==> config.mk <==
export PLATFORM = sky130hd
export DESIGN_NAME = sdram_cmd_monitor
export DESIGN_NICKNAME = d
export VERILOG_FILES = /design/src/rtl/sdram_cmd_monitor.sv
export SDC_FILE = /design/constraint.sdc
export NUM_CORES = 1
export LEC_CHECK = 0
export ABC_AREA = 1
export CAP_MARGIN = 20
export CORE_MARGIN = 3
export CORE_UTILIZATION = 46
export CTS_CLUSTER_DIAMETER = 50
export CTS_CLUSTER_SIZE = 20
export DETAILED_ROUTE_END_ITERATION = 10
export PLACE_DENSITY = 0.78
export SLEW_MARGIN = 20
export SYNTH_ARGS = -nofsm -noshare
export SYNTH_HDL_FRONTEND = slang
export SYNTH_SLANG_ARGS = --single-unit
==> constraint.sdc <==
create_clock -name clk -period 2.2 [get_ports clk]
set_clock_uncertainty 0.05 [all_clocks]
set_input_delay 0.33 -clock clk [delete_from_list [all_inputs] [get_ports clk]]
set_output_delay 0.33 -clock clk [all_outputs]
set_load 0.005 [all_outputs]
==> src/rtl/sdram_cmd_monitor.sv <==
// sdram_cmd_monitor: whitebox protocol monitor for the SDRAM controller pin interface.
// Decodes raw command pins, tracks per-bank open state and open row, counts commands,
// times the refresh interval and keeps sticky protocol-error flags.
//
// Optional feature macro: SDRC_MON_TRCD_CHECK_EN builds per-bank tRCD down-counters
// and drives err_flags[3]; when undefined err_flags[3] is tied to 0.
//
// Ports:
//   clk, reset            clock, synchronous active-high reset
//   mon_en                monitor enable; 0 freezes state (err_clr still works)
//   cke, cs_n, ras_n, cas_n, we_n, addr, ba   SDRAM command pins
//   cfg_rfsh_max          refresh deadline in cycles (0 disables the check)
//   err_clr               clears err_flags
//   cmd_valid, cmd_code   registered decoded command
//   bank_open, open_row   per-bank open flag / latched row (bank b at [b*ADDR_W +: ADDR_W])
//   act_cnt..ref_cnt      saturating command counters
//   rfsh_timer            cycles since last REF (saturating)
//   err_flags, err_any    sticky errors {trcd, rfsh overdue, act-to-open, access-to-closed}
module sdram_cmd_monitor #(
  parameter int unsigned ADDR_W = 13,
  parameter int unsigned BA_W   = 2,
  parameter int unsigned CNT_W  = 16,
  parameter int unsigned RFSH_W = 12,
  parameter int unsigned TRCD   = 3
) (
  input  logic                           clk,
  input  logic                           reset,
  input  logic                           mon_en,
  input  logic                           cke,
  input  logic                           cs_n,
  input  logic                           ras_n,
  input  logic                           cas_n,
  input  logic                           we_n,
  input  logic [ADDR_W-1:0]              addr,
  input  logic [BA_W-1:0]                ba,
  input  logic [RFSH_W-1:0]              cfg_rfsh_max,
  input  logic                           err_clr,
  output logic                           cmd_valid,
  output logic [2:0]                     cmd_code,
  output logic [(1<<BA_W)-1:0]           bank_open,
  output logic [(1<<BA_W)*ADDR_W-1:0]    open_row,
  output logic [CNT_W-1:0]               act_cnt,
  output logic [CNT_W-1:0]               rd_cnt,
  output logic [CNT_W-1:0]               wr_cnt,
  output logic [CNT_W-1:0]               pre_cnt,
  output logic [CNT_W-1:0]               ref_cnt,
  output logic [RFSH_W-1:0]              rfsh_timer,
  output logic [3:0]                     err_flags,
  output logic                           err_any
);

  localparam int unsigned NUM_BANKS = 1 << BA_W;

  typedef enum logic [2:0] {
    CmdNop = 3'd0,
    CmdAct = 3'd1,
    CmdRd  = 3'd2,
    CmdWr  = 3'd3,
    CmdPre = 3'd4,
    CmdRef = 3'd5,
    CmdLmr = 3'd6,
    CmdBst = 3'd7
  } cmd_e;

  cmd_e                  dec;
  logic                  sampled;
  logic [NUM_BANKS-1:0]  bank_open_d;
  logic [3:0]            err_new;
  logic [ADDR_W-1:0]     row_q [NUM_BANKS];

  assign sampled = mon_en & cke & ~cs_n;

  always_comb begin
    dec = CmdNop;
    if (sampled) begin
      unique case ({ras_n, cas_n, we_n})
        3'b011:  dec = CmdAct;
        3'b101:  dec = CmdRd;
        3'b100:  dec = CmdWr;
        3'b010:  dec = CmdPre;
        3'b001:  dec = CmdRef;
        3'b000:  dec = CmdLmr;
        3'b110:  dec = CmdBst;
        default: dec = CmdNop;
      endcase
    end
  end

`ifdef SDRC_MON_TRCD_CHECK_EN
  localparam int unsigned TrcdW = (TRCD > 1) ? $clog2(TRCD) : 1;
  logic [TrcdW-1:0] trcd_q [NUM_BANKS];
  logic             trcd_busy;

  assign trcd_busy = (trcd_q[ba] != '0);

  always_ff @(posedge clk) begin
    for (int b = 0; b < NUM_BANKS; b++) begin
      if (reset) begin
        trcd_q[b] <= '0;
      end else if (mon_en) begin
        // A new ACT reloads even if the previous window has not expired.
        if (dec == CmdAct && ba == BA_W'(b)) begin
          trcd_q[b] <= TrcdW'(TRCD - 1);
        end else if (trcd_q[b] != '0) begin
          trcd_q[b] <= trcd_q[b] - TrcdW'(1);
        end
      end
    end
  end
`else
  logic trcd_busy;
  assign trcd_busy = 1'b0;
`endif

  // Error detection uses the pre-update bank state; all sources are gated by mon_en via dec.
  always_comb begin
    bank_open_d = bank_open;
    err_new     = '0;
    unique case (dec)
      CmdAct: begin
        err_new[1]      = bank_open[ba];
        bank_open_d[ba] = 1'b1;
      end
      CmdRd, CmdWr: begin
        err_new[0] = ~bank_open[ba];
        err_new[3] = trcd_busy;
        if (addr[10]) bank_open_d[ba] = 1'b0;
      end
      CmdPre: begin
        if (addr[10]) bank_open_d = '0;
        else          bank_open_d[ba] = 1'b0;
      end
      default: ;
    endcase
    if (mon_en && cfg_rfsh_max != '0 && rfsh_timer == cfg_rfsh_max && dec != CmdRef) begin
      err_new[2] = 1'b1;
    end
  end

  always_ff @(posedge clk) begin
    if (reset) begin
      cmd_valid  <= 1'b0;
      cmd_code   <= 3'd0;
      bank_open  <= '0;
      act_cnt    <= '0;
      rd_cnt     <= '0;
      wr_cnt     <= '0;
      pre_cnt    <= '0;
      ref_cnt    <= '0;
      rfsh_timer <= '0;
      err_flags  <= '0;
      for (int b = 0; b < NUM_BANKS; b++) row_q[b] <= '0;
    end else begin
      cmd_valid <= (dec != CmdNop);
      cmd_code  <= dec;
      // A fresh error in the clearing cycle survives the clear.
      err_flags <= (err_clr ? 4'b0000 : err_flags) | err_new;
      if (mon_en) begin
        bank_open <= bank_open_d;
        if (dec == CmdAct) row_q[ba] <= addr;
        if (dec == CmdAct && act_cnt != '1) act_cnt <= act_cnt + CNT_W'(1);
        if (dec == CmdRd  && rd_cnt  != '1) rd_cnt  <= rd_cnt  + CNT_W'(1);
        if (dec == CmdWr  && wr_cnt  != '1) wr_cnt  <= wr_cnt  + CNT_W'(1);
        if (dec == CmdPre && pre_cnt != '1) pre_cnt <= pre_cnt + CNT_W'(1);
        if (dec == CmdRef && ref_cnt != '1) ref_cnt <= ref_cnt + CNT_W'(1);
        if (dec == CmdRef) begin
          rfsh_timer <= '0;
        end else if (rfsh_timer != '1) begin
          rfsh_timer <= rfsh_timer + RFSH_W'(1);
        end
      end
    end
  end

  always_comb begin
    open_row = '0;
    for (int b = 0; b < NUM_BANKS; b++) open_row[b*ADDR_W +: ADDR_W] = row_q[b];
  end

  assign err_any = |err_flags;

endmodule

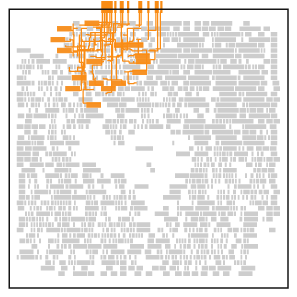
(run_1/port_nets.png)
(2 px per µm)
Key: orange = act_cnt [bits 16, direction output, end cells 16, buffers 17, wire 894 µm]

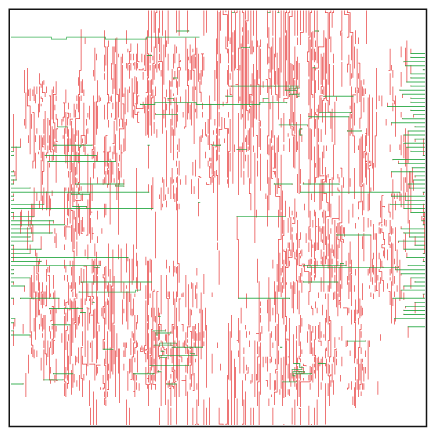
(run_1/metal_stack.png)
(3 px per µm) Only two layers are drawn.
Key: green = met3 [wire length 1360 µm]; red = met2 [wire length 10700 µm]

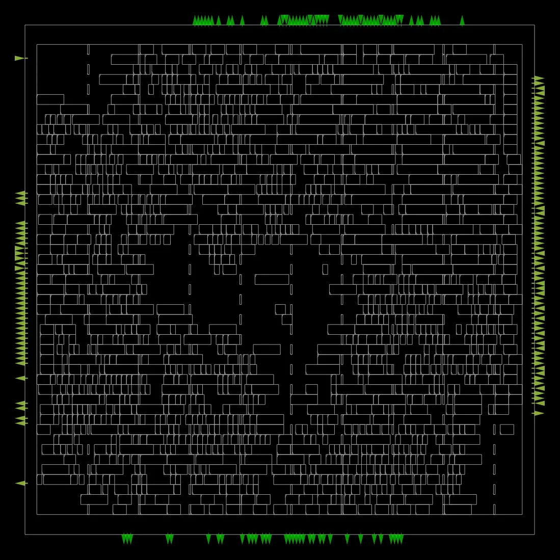
(run_1/final_placement.png)
post-route insts no fill: 1556
Fill cells: 1460
seq_cells: 155
final core occ: 65.2%
n_taps: 220

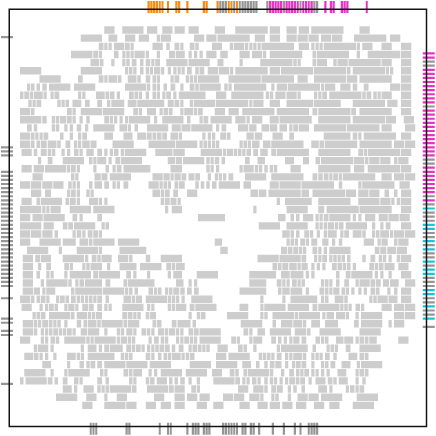
(run_1/pins.png)
(3 px per µm) Pins as bars across the die edge, other pins in gray.
Key: orange = act_cnt [pins 16, direction output, edge top]; magenta = open_row [pins 52, direction output, edge 31 right, 21 top]; cyan = cfg_rfsh_max [pins 12, direction input, edge right]

[run 1: synth_stat cells (all sizes together)]
cell type	count
nand2	334
nor2	171
inv	106
dfxtp	103
a21oi	89
nand3	65
edfxtp	52
nor3	38
nand4	31
o21ai	24
xnor2	22
xor2	21
buf	18
clkbuf	14
ha	6
and2	5
o22ai	3
a21o	2
nand3b	2
a22o	1
a22oi	1
a31oi	1
conb	1
o31ai	1
[run 1: sequential cells by signal (all words and copies together), names as in the netlist]
register    cells
bank_open       4
row_q          52
ref_cnt        16
pre_cnt        16
act_cnt        16
cmd_valid       1
rd_cnt         16
err_flags       3
wr_cnt         16
cmd_code        3
rfsh_timer     12
==> flow_summary.ini <==
; synthesis and place-and-route metrics
[global_route]
grtUsageTotal_pct = 22.7
grt_start_max_net_pins = 44
top_usage_layer = met2
antenna_found_initial = 0
met3_usage_pct = 5.48
use_met1_pct = 29.4
grt_use_met2_pct = 38.5
grt_pass1_vias = 7429
grt_pass1_wl_um = 36800

[synthesis]
synthMuxAreaShare_pct = 0
synth_seq_share_pct = 44.8
synth_area_um2 = 8090
yosysCellCount = 1111
topCombFamilyByArea = simple AND/OR/NAND/NOR gates
ys.warnings.count = 0
yosys.area.top_type_share_pct = 25.5
xor_share_pct = 4.66
largest_area_cell = dfxtp_1
simple_gate_area_share_pct = 34.2
postSynthAreaPerCell_um2 = 7.28
ys_sh_adder_pct = 0.928
syn_inst = 1111
syn_nets = 1153
aoi_share_pct = 8.03

[run_status]
outcome = finished clean

[sta]
rsz0062_at_grt = no
period_needed_ns = 1.93
report.final.slew_viol_count = 0
slew_headroom_pct = 58.8
worst_pin_slew_ns = 0.618
max_freq_mhz = 518
finalCritPeriodShare_pct = 87.7

[power]
p_comb_share_pct = 6.8
power_density_nw_per_um2 = 589
peakVddDrop_uv = 496
p_sw_mw = 1.60
p_int_mw = 4.88
pwr-share-seq_pct = 47.0
leakagePower_nw = 4.06
total_power_mw = 6.48
sequentialPower_mw = 3.04

[clocking]
clk_root_buffer_cell = clkbuf_16
clock-sinks = 155
cts_tree = done
clk_latency_ns = 0.42
numCtsBuffers = 17
cts_max_path_buffers = 2
cts_resized = 0
htree_levels = 4
postCtsSetupBuffers = 0
hold_buffers = 0

[detailed_routing]
avgRoutedWirePerCell_um = 14.2
first_iter_violations = 561
wirelength_um = 22100
final_antenna_net_count = 0
met2_length_um = 10700
highest_layer = met4

[cells_and_area]
buf_share_pct = 20.1
design_area_um2 = 11000
clkbuf_count = 17
drive_above_1_share_pct = 7.34
inv_count = 106
ff_latch_area_um2 = 3620
comb_area_um2 = 3880
final_net_count = 1365
sh_seq_area_pct = 32.9
signal_buffers = 225
layout_top_cell = nand2_1
diodes = 0
lay_top_cells = 331 x nand2_1, 190 x clkdlybuf4s50_1, 161 x nor2_1
combAreaFraction_pct = 35.3

[floorplanning]
fp.dieW_um = 139
rows = 47
pin_count = 193
dieArea_um2 = 19200

[setup_path]
reg2reg_from = wr_cnt[0]$_SDFFE_PP0P_
ff2ff_path_depth = 7
cp_num_buf_inv = 1
critPathKind = flip-flop to flip-flop
cp_slowest_cell = o21ai_4
cp-endpoint = wr_cnt[8]$_SDFFE_PP0P_
r2r-end = wr_cnt[8]$_SDFFE_PP0P_
rrSetupSlack_ns = 0.27
cp_top_family = AND-OR/OR-AND gates
path_cells = ha_1 -> nand3_1 -> inv_1 -> nand2_1 -> o21ai_4 -> nand2_1 -> a21oi_1
slowest_delay_ns = 0.42
cp.arrival_ns = 2.23
required_ns = 2.50
crit_cells = 7

[worst_hold_path]
hold_path_class = input port to flip-flop
worstHoldStart = reset
whs_endpoint = err_flags[2]$_SDFF_PP0_
hold_depth = 4

[place]
globalplace.congestion = 0.890
dp_hpwl_um = 16100
io_buffers = 191
placed_cells = 1524
dp_worst_setup_slack_ns = 0.0187
placed_area_um2 = 10400

[job]
cap_violations = 0
Power figures rest on the tool's default switching activity, not on a simulated workload.
